==> src/rtl/mash_sdm_cfg_if.sv <==
// rtl/mash_sdm_cfg_if.sv - control, fraction and output bundle of the MASH modulator
interface mash_sdm_cfg_if #(
  parameter int W = 16
);
  logic         en;
  logic [1:0]   order;
  logic         dither_on;
  logic [W-1:0] din;
  logic [3:0]   dout;
  logic         dout_vld;
  logic         carry_last;

  modport master (
    output en, order, dither_on, din,
    input  dout, dout_vld, carry_last
  );

  modport slave (
    input  en, order, dither_on, din,
    output dout, dout_vld, carry_last
  );
endinterface

==> src/rtl/mash_sdm_cfg.sv <==
// rtl/mash_sdm_cfg.sv - MASH 1/2/3 sigma-delta modulator with sample gating and LFSR dither
module mash_sdm_cfg #(
  parameter int          W         = 16,
  parameter logic [15:0] LFSR_SEED = 16'hACE1
) (
  input  logic         clk,
  input  logic         rstn,
  mash_sdm_cfg_if.slave bus
);

  // An all-zero seed would lock the LFSR, so it is swapped for 1.
  localparam logic [15:0] SEED_EFF = (LFSR_SEED == 16'h0) ? 16'h0001 : LFSR_SEED;

  logic [W-1:0] acc1_q, acc1_d, acc2_q, acc2_d, acc3_q, acc3_d;
  logic         c2d1_q, c2d1_d, c3d1_q, c3d1_d, c3d2_q, c3d2_d;
  logic [1:0]   order_q, order_d;
  logic [15:0]  lfsr_q, lfsr_d;
  logic [3:0]   dout_q, dout_d;
  logic         dout_vld_q, dout_vld_d;
  logic         carry_last_q, carry_last_d;

  logic [1:0]   ord_eff;
  logic         st2, st3, dith_bit;
  logic [W:0]   s1, s2, s3;
  logic         c1, c2, c3, c_last;
  logic [W-1:0] r1, r2;
  logic [3:0]   y;
  logic [15:0]  lfsr_next;

  // Stage chain, noise-shaping combiner and next-state selection.
  always_comb begin
    ord_eff   = (order_q == 2'd0) ? 2'd1 : order_q;
    st2       = ord_eff[1];
    st3       = (ord_eff == 2'd3);
    dith_bit  = bus.dither_on & lfsr_q[0];

    s1 = {1'b0, acc1_q} + {1'b0, bus.din} + {{W{1'b0}}, dith_bit};
    c1 = s1[W];
    r1 = s1[W-1:0];
    s2 = {1'b0, acc2_q} + {1'b0, r1};
    c2 = st2 & s2[W];
    r2 = s2[W-1:0];
    s3 = {1'b0, acc3_q} + {1'b0, r2};
    c3 = st3 & s3[W];

    // Inactive stages contribute zero carries, and their delay regs stay zero,
    // so the order-3 formula collapses to the lower orders automatically.
    y = {3'b000, c1} + {3'b000, c2} - {3'b000, c2d1_q}
      + {3'b000, c3} - {2'b00, c3d1_q, 1'b0} + {3'b000, c3d2_q};

    c_last    = st3 ? c3 : (st2 ? c2 : c1);
    lfsr_next = lfsr_q[0] ? ((lfsr_q >> 1) ^ 16'hB400) : (lfsr_q >> 1);

    acc1_d       = acc1_q;
    acc2_d       = acc2_q;
    acc3_d       = acc3_q;
    c2d1_d       = c2d1_q;
    c3d1_d       = c3d1_q;
    c3d2_d       = c3d2_q;
    order_d      = bus.order;
    lfsr_d       = lfsr_q;
    dout_d       = dout_q;
    dout_vld_d   = 1'b0;
    carry_last_d = carry_last_q;

    if (bus.order != order_q) begin
      // A new order starts from a clean state; the dither sequence carries on.
      acc1_d = '0;
      acc2_d = '0;
      acc3_d = '0;
      c2d1_d = 1'b0;
      c3d1_d = 1'b0;
      c3d2_d = 1'b0;
      dout_d = 4'd0;
    end else if (bus.en) begin
      acc1_d       = r1;
      acc2_d       = st2 ? r2 : '0;
      acc3_d       = st3 ? s3[W-1:0] : '0;
      c2d1_d       = c2;
      c3d1_d       = c3;
      c3d2_d       = c3d1_q;
      lfsr_d       = lfsr_next;
      dout_d       = y;
      dout_vld_d   = 1'b1;
      carry_last_d = c_last;
    end
  end

  // State register with synchronous active-high reset on rstn.
  always_ff @(posedge clk) begin
    if (rstn) begin
      acc1_q       <= '0;
      acc2_q       <= '0;
      acc3_q       <= '0;
      c2d1_q       <= 1'b0;
      c3d1_q       <= 1'b0;
      c3d2_q       <= 1'b0;
      order_q      <= bus.order;
      lfsr_q       <= SEED_EFF;
      dout_q       <= 4'd0;
      dout_vld_q   <= 1'b0;
      carry_last_q <= 1'b0;
    end else begin
      acc1_q       <= acc1_d;
      acc2_q       <= acc2_d;
      acc3_q       <= acc3_d;
      c2d1_q       <= c2d1_d;
      c3d1_q       <= c3d1_d;
      c3d2_q       <= c3d2_d;
      order_q      <= order_d;
      lfsr_q       <= lfsr_d;
      dout_q       <= dout_d;
      dout_vld_q   <= dout_vld_d;
      carry_last_q <= carry_last_d;
    end
  end

  assign bus.dout       = dout_q;
  assign bus.dout_vld   = dout_vld_q;
  assign bus.carry_last = carry_last_q;

endmodule
==> src/flat_wrapper.sv <==
// flat-port wrapper written by rule: the top's interface ports become plain ports
module mash_sdm_cfg_flat 
#(
  parameter int          W         = 16,
  parameter logic [15:0] LFSR_SEED = 16'hACE1
)
  (clk, rstn, bus_en, bus_order, bus_dither_on, bus_din, bus_dout, bus_dout_vld, bus_carry_last);
  mash_sdm_cfg_if #(.W(W)) bus_i ();
  input  logic clk;
  input  logic rstn;
  input wire logic [$bits(bus_i.en)-1:0] bus_en;
  input wire logic [$bits(bus_i.order)-1:0] bus_order;
  input wire logic [$bits(bus_i.dither_on)-1:0] bus_dither_on;
  input wire logic [$bits(bus_i.din)-1:0] bus_din;
  output wire logic [$bits(bus_i.dout)-1:0] bus_dout;
  output wire logic [$bits(bus_i.dout_vld)-1:0] bus_dout_vld;
  output wire logic [$bits(bus_i.carry_last)-1:0] bus_carry_last;
  assign bus_i.en = bus_en;
  assign bus_i.order = bus_order;
  assign bus_i.dither_on = bus_dither_on;
  assign bus_i.din = bus_din;
  assign bus_dout = bus_i.dout;
  assign bus_dout_vld = bus_i.dout_vld;
  assign bus_carry_last = bus_i.carry_last;
  mash_sdm_cfg #(.W(W), .LFSR_SEED(LFSR_SEED)) u_core (.clk(clk), .rstn(rstn), .bus(bus_i));
endmodule
==> config.mk <==
export PLATFORM = sky130hd
export DESIGN_NAME = mash_sdm_cfg_flat
export DESIGN_NICKNAME = d
export VERILOG_FILES = /design/src/rtl/mash_sdm_cfg_if.sv /design/src/rtl/mash_sdm_cfg.sv /design/src/flat_wrapper.sv
export SDC_FILE = /design/constraint.sdc
export NUM_CORES = 1
export LEC_CHECK = 0
export CAP_MARGIN = 5
export CORE_MARGIN = 2
export CORE_UTILIZATION = 34
export CTS_CLUSTER_SIZE = 14
export DETAILED_ROUTE_END_ITERATION = 12
export PLACE_DENSITY = 0.59
export SYNTH_ARGS = -nofsm -noshare
export SYNTH_HDL_FRONTEND = slang
export SYNTH_SLANG_ARGS = --single-unit
export TNS_END_PERCENT = 50
==> constraint.sdc <==
create_clock -name clk -period 8.8 [get_ports clk]
set_input_delay 1.32 -clock clk [delete_from_list [all_inputs] [get_ports clk]]
set_output_delay 1.32 -clock clk [all_outputs]
set_load 0.01 [all_outputs]
==> images/metal_density.png <==
Bar = 50 um. 25 x 25 tiles, from black (low) to pale yellow (high), scaled to the fullest tile. Values are wire area over tile area, all layers added.
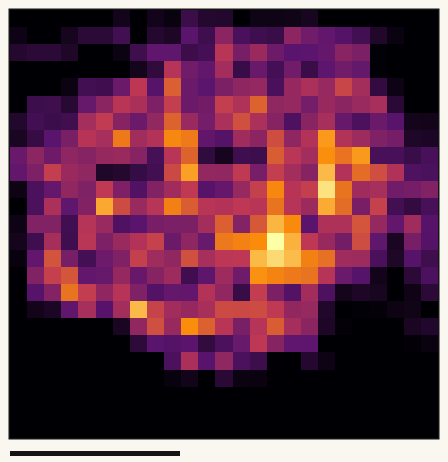
nearly empty tiles: 30%
tiles over half the peak: 13%
mean over tiles: 0.12
Total GRT Usage: 15.95%
drt wl/cell: 15.16 um
final wirelength: 12.29 mm
Via Count: 4,270

==> images/flops_by_reg.png <==
Other sequential cells in the stronger grey, the rest of the logic in the fainter grey.
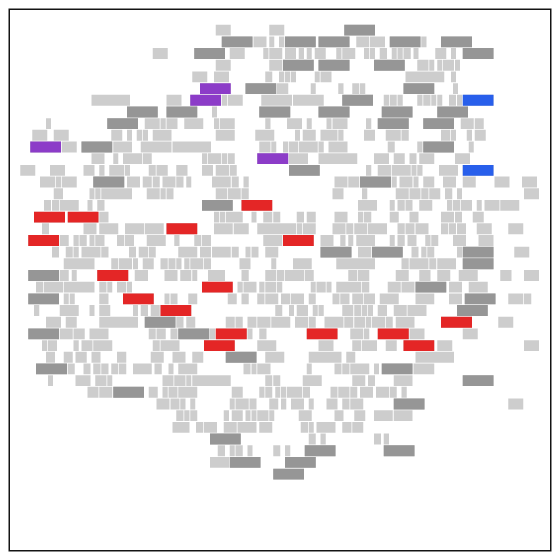
[red] `u_core.acc2_q` | flops: 16
[purple] `u_core.bus.dout` | flops: 4
[blue] `u_core.order_q` | flops: 2
not coloured: 53

==> images/detail.png <==
Bar = 20 um. Window x 6 to 56, y 6 to 56 um. Cells in grey, sequential cells in the stronger grey; small squares are vias.
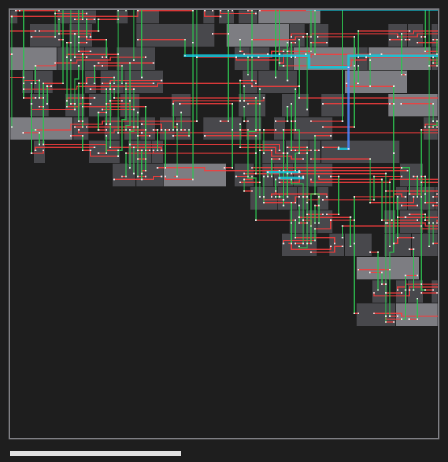
[green] metal 2
[blue] metal 4
[cyan] metal 3
[red] metal 1
cells with their middle in the window: 96
sequential cells in the window: 11
most frequent: nor2_1 (16), dfxtp_1 (11), ha_1 (8)
netlist names of flops here include: `u_core.acc3_q` (8), `u_core.acc2_q` (3)

## kinds of logic (layout without fill, tap and decap cells)
logic type               Yosys count  in the layout
multiplexers                      16             16
XOR/XNOR                          43             43
flip-flops                        75             75
AND/OR/NAND/NOR                  187            187
adder cells (fa/ha/maj)           60             60
buffers and inverters             47             71
AND-OR/OR-AND                    175            175
## final timing paths
check / startpoint / end / slack (ns) / cells past startpoint
min reg2reg: u_core.lfsr_q[9] / u_core.lfsr_q[8] / 0.45 / 2
max: bus_din[0] / u_core.bus.dout[2] / 1.51 / 26
min: u_core.lfsr_q[9] / u_core.lfsr_q[8] / 0.45 / 2
max reg2reg: u_core.lfsr_q[0] / u_core.bus.dout[2] / 2.43 / 25
## flip-flops by register name (all words and copies together), names as in the netlist, 2 cells and up
| signal | cells |
|---|---|
| u_core.lfsr_q | 16 |
| u_core.acc3_q | 16 |
| u_core.order_q | 2 |
| u_core.bus.dout | 4 |
| u_core.acc2_q | 16 |
| u_core.acc1_q | 16 |
## synthesized netlist by cell type (9+ instances only)
| cell type | count |
|---|---|
| dfxtp_1 | 75 |
| nor2_1 | 63 |
| nand2_1 | 59 |
| a21oi_1 | 58 |
| ha_1 | 54 |
| o21ai_0 | 27 |
| inv_1 | 25 |
| xnor2_1 | 24 |
| xor2_1 | 19 |
| nor2b_1 | 18 |
| clkbuf_1 | 17 |
| mux2i_1 | 16 |
| nand3_1 | 12 |
| o21a_1 | 12 |
| a21o_1 | 10 |
| a211oi_1 | 9 |
| nand2b_1 | 9 |
## where the power goes
| group | switching, uW | internal (uW) |
|---|---|---|
| Sequential | 7.40 | 349 |
| Combinational | 106 | 76.9 |
| Clock | 150 | 199 |
==> deck_impl_summary.md <==
Physical Implementation Snapshot

Critical path
  • Crit path arrival time: about 7.6 ns
  • Crit Path Category: input pin to flip-flop
  • Top delay family on crit path: adder cells
  • CP max stage delay: around 0.47 ns
  • Critical path peak fanout: 4
  • Buf+Inv Stages, Crit Path: 4
  • Worst EP required: a little over 9 ns
  • CP endpoint kind: flip-flop
  • Top cell by count, worst path: ha_1
  • Critical-path top delay cell: fa_1
  • Setup crit start kind: input pin

Finish
  • Flip-flops: ~75
  • Clkbuf count: 11
  • FILL cells: ~1,500
  • # diodes: 0
  • Design Area, Final: between 5000 and 6000 sq um
  • Non-Filler Instances: approximately 810
  • Nets: a little over 700
  • Top Layout Cells: dfxtp_1 (75), nor2_1 (63), nand2_1 (59)
  • Layout inverter count without the clock tree: 25
  • Multi-input combinational area share: slightly below 60%
  • Non-CTS buffers: 30
  • Most frequent logic cell in the layout: dfxtp_1
  • Comb gates: a little under 500
  • Clock-cell share: under 10%
  • Area added between synthesis and finish: 14.18%
  • Largest class: logic gates
  • Register share of the cell area: around a quarter
  • Layout cells sized above 1: approximately 4.3%
  • Final Util: approximately two fifths
  • FF/Latch Area: 1501 sq um
  • Buffer share of cell area: 5.002%
  • Area taken by multi-input logic gates: about 3400 sq um

Pwr
  • Overall power: 888.6 uW
  • Peak supply drop: ~0.084 mV
  • PwrDens: ~150 nW/um^2
  • Leak Pwr: ~0.0024 uW

Final timing
  • Final setup fails: 0
  • Maximum clock frequency: 0.1372 GHz
  • Max transition margin: between 40% and 50%
  • Hold slack: approximately 0.45 ns
  • Final period util: between 80% and 90%
  • Slack of the critical path: about 1.5 ns
  • RSZ-0062 raised after global routing: false
  • Final hold viol count: 0
  • Setup Skew: ~0.0080 ns
  • Minimum clock period: roughly 7.3 ns
  • Final slew viol count: 0
  • Slew @ Worst Pin: approximately 0.85 ns
  • Setup tns final: 0 ns

CTS
  • Latency at later pin: 0.35 ns
  • Hold buffer count at CTS: 0
  • Clk pin slew, worst setup/hold paths: ~0.060 ns
  • H-tree Lvls: 3
  • CTS Buf Count: 9
  • Post-CTS setup buffers: 0
  • CTS tree: done
  • Post_cts resized: 0
  • TritonCTS Sinks: between 70 and 80
  • CTS max path bufs: 2
  • CTS root buf: clkbuf_16

Synthesis
  • Synth warn: 0
  • Distinct cells, synth: between 50 and 60
  • Syn Inst Count: roughly 600
  • Synth area leader: dfxtp_1
  • Area of the mapped netlist: just over 5000 sq um
  • Mapped Nets: slightly below 700
  • XOR/XNOR Area Share: 7.475%
  • Asr flop ratio synth: 0%
  • Number of enable flip-flop cells: 0
  • Post-synth seq share: between 20 and 30%
  • Adder Area Share: between 15 and 20%
  • Top-area cell share: between 20 and 30%
  • Simple Share, Synth: roughly 17%
  • Multiplexer share: 3.179%
  • Main synth FF type: dfxtp_1
  • Syn_area_per_cell: about 8.4 sq um
  • Synth Area in Compound Gates: between 20% and 30%
  • Top comb family, area: AND-OR/OR-AND gates
  • Yosys stat area: approximately 5000 sq um
  • Cell count in the Yosys report: roughly 600
  • Top cells by area: dfxtp_1 (30%), ha_1 (13%), a21oi_1 (5.8%)
  • Post-synthesis register bit count: ~75

Floorplanning
  • DIE AREA: between 15,000 and 20,000 sq um
  • Die X: 125.7 um
  • Rows: 44
  • Tap Count: about 180
  • Die H: between 100 and 150 um
  • Floorplan utilization: around a third
  • Boundary Pins: 28
  • Core area: approximately 14,000 sq um

Flow run
  • OpenROAD warnings: 29
  • Max Cap Viol: 0

Placed design
  • Pre-CTS setup slack: 1.161 ns
  • Port-buffer cells: 27
  • Final RePlAce weighted congestion: roughly 0.9
  • Post-DP HPWL: a little over 9 mm
  • Dpl cells: ~800
  • Instance area at placement: ~5500 sq um

Outcome
  • Status: completed

Global route
  • Vias in the first global route: between 4,000 and 5,000
  • GRT busiest layer: met2
  • Initial antenna violation count: 0
  • Total gr overflow: 0
  • Met2 Usage GRT: roughly 26%
  • Largest net degree at the start of global routing: around 52
  • Met1 usage: a little over a fifth
  • Global-route wire length before repair: about 20 mm
  • Met3 global-route usage: about 4.5%

Routing
  • Met2 Wirelength: 5.543 mm
  • Remaining antenna violation count after routing: 0
  • DRC: 0
  • Top Layer Used: met4
  • Met3 Wirelength: a little under 500 um
  • Via density: between 5 and 6
  • Initial DRC Count: 275
  • Metal-1 WL: approximately 6 mm
  • Total iterations of the first detailed-routing run: 5

Worst hold path
  • Hold Path Class: flip-flop to flip-flop
Power and IR drop assume default switching activity.
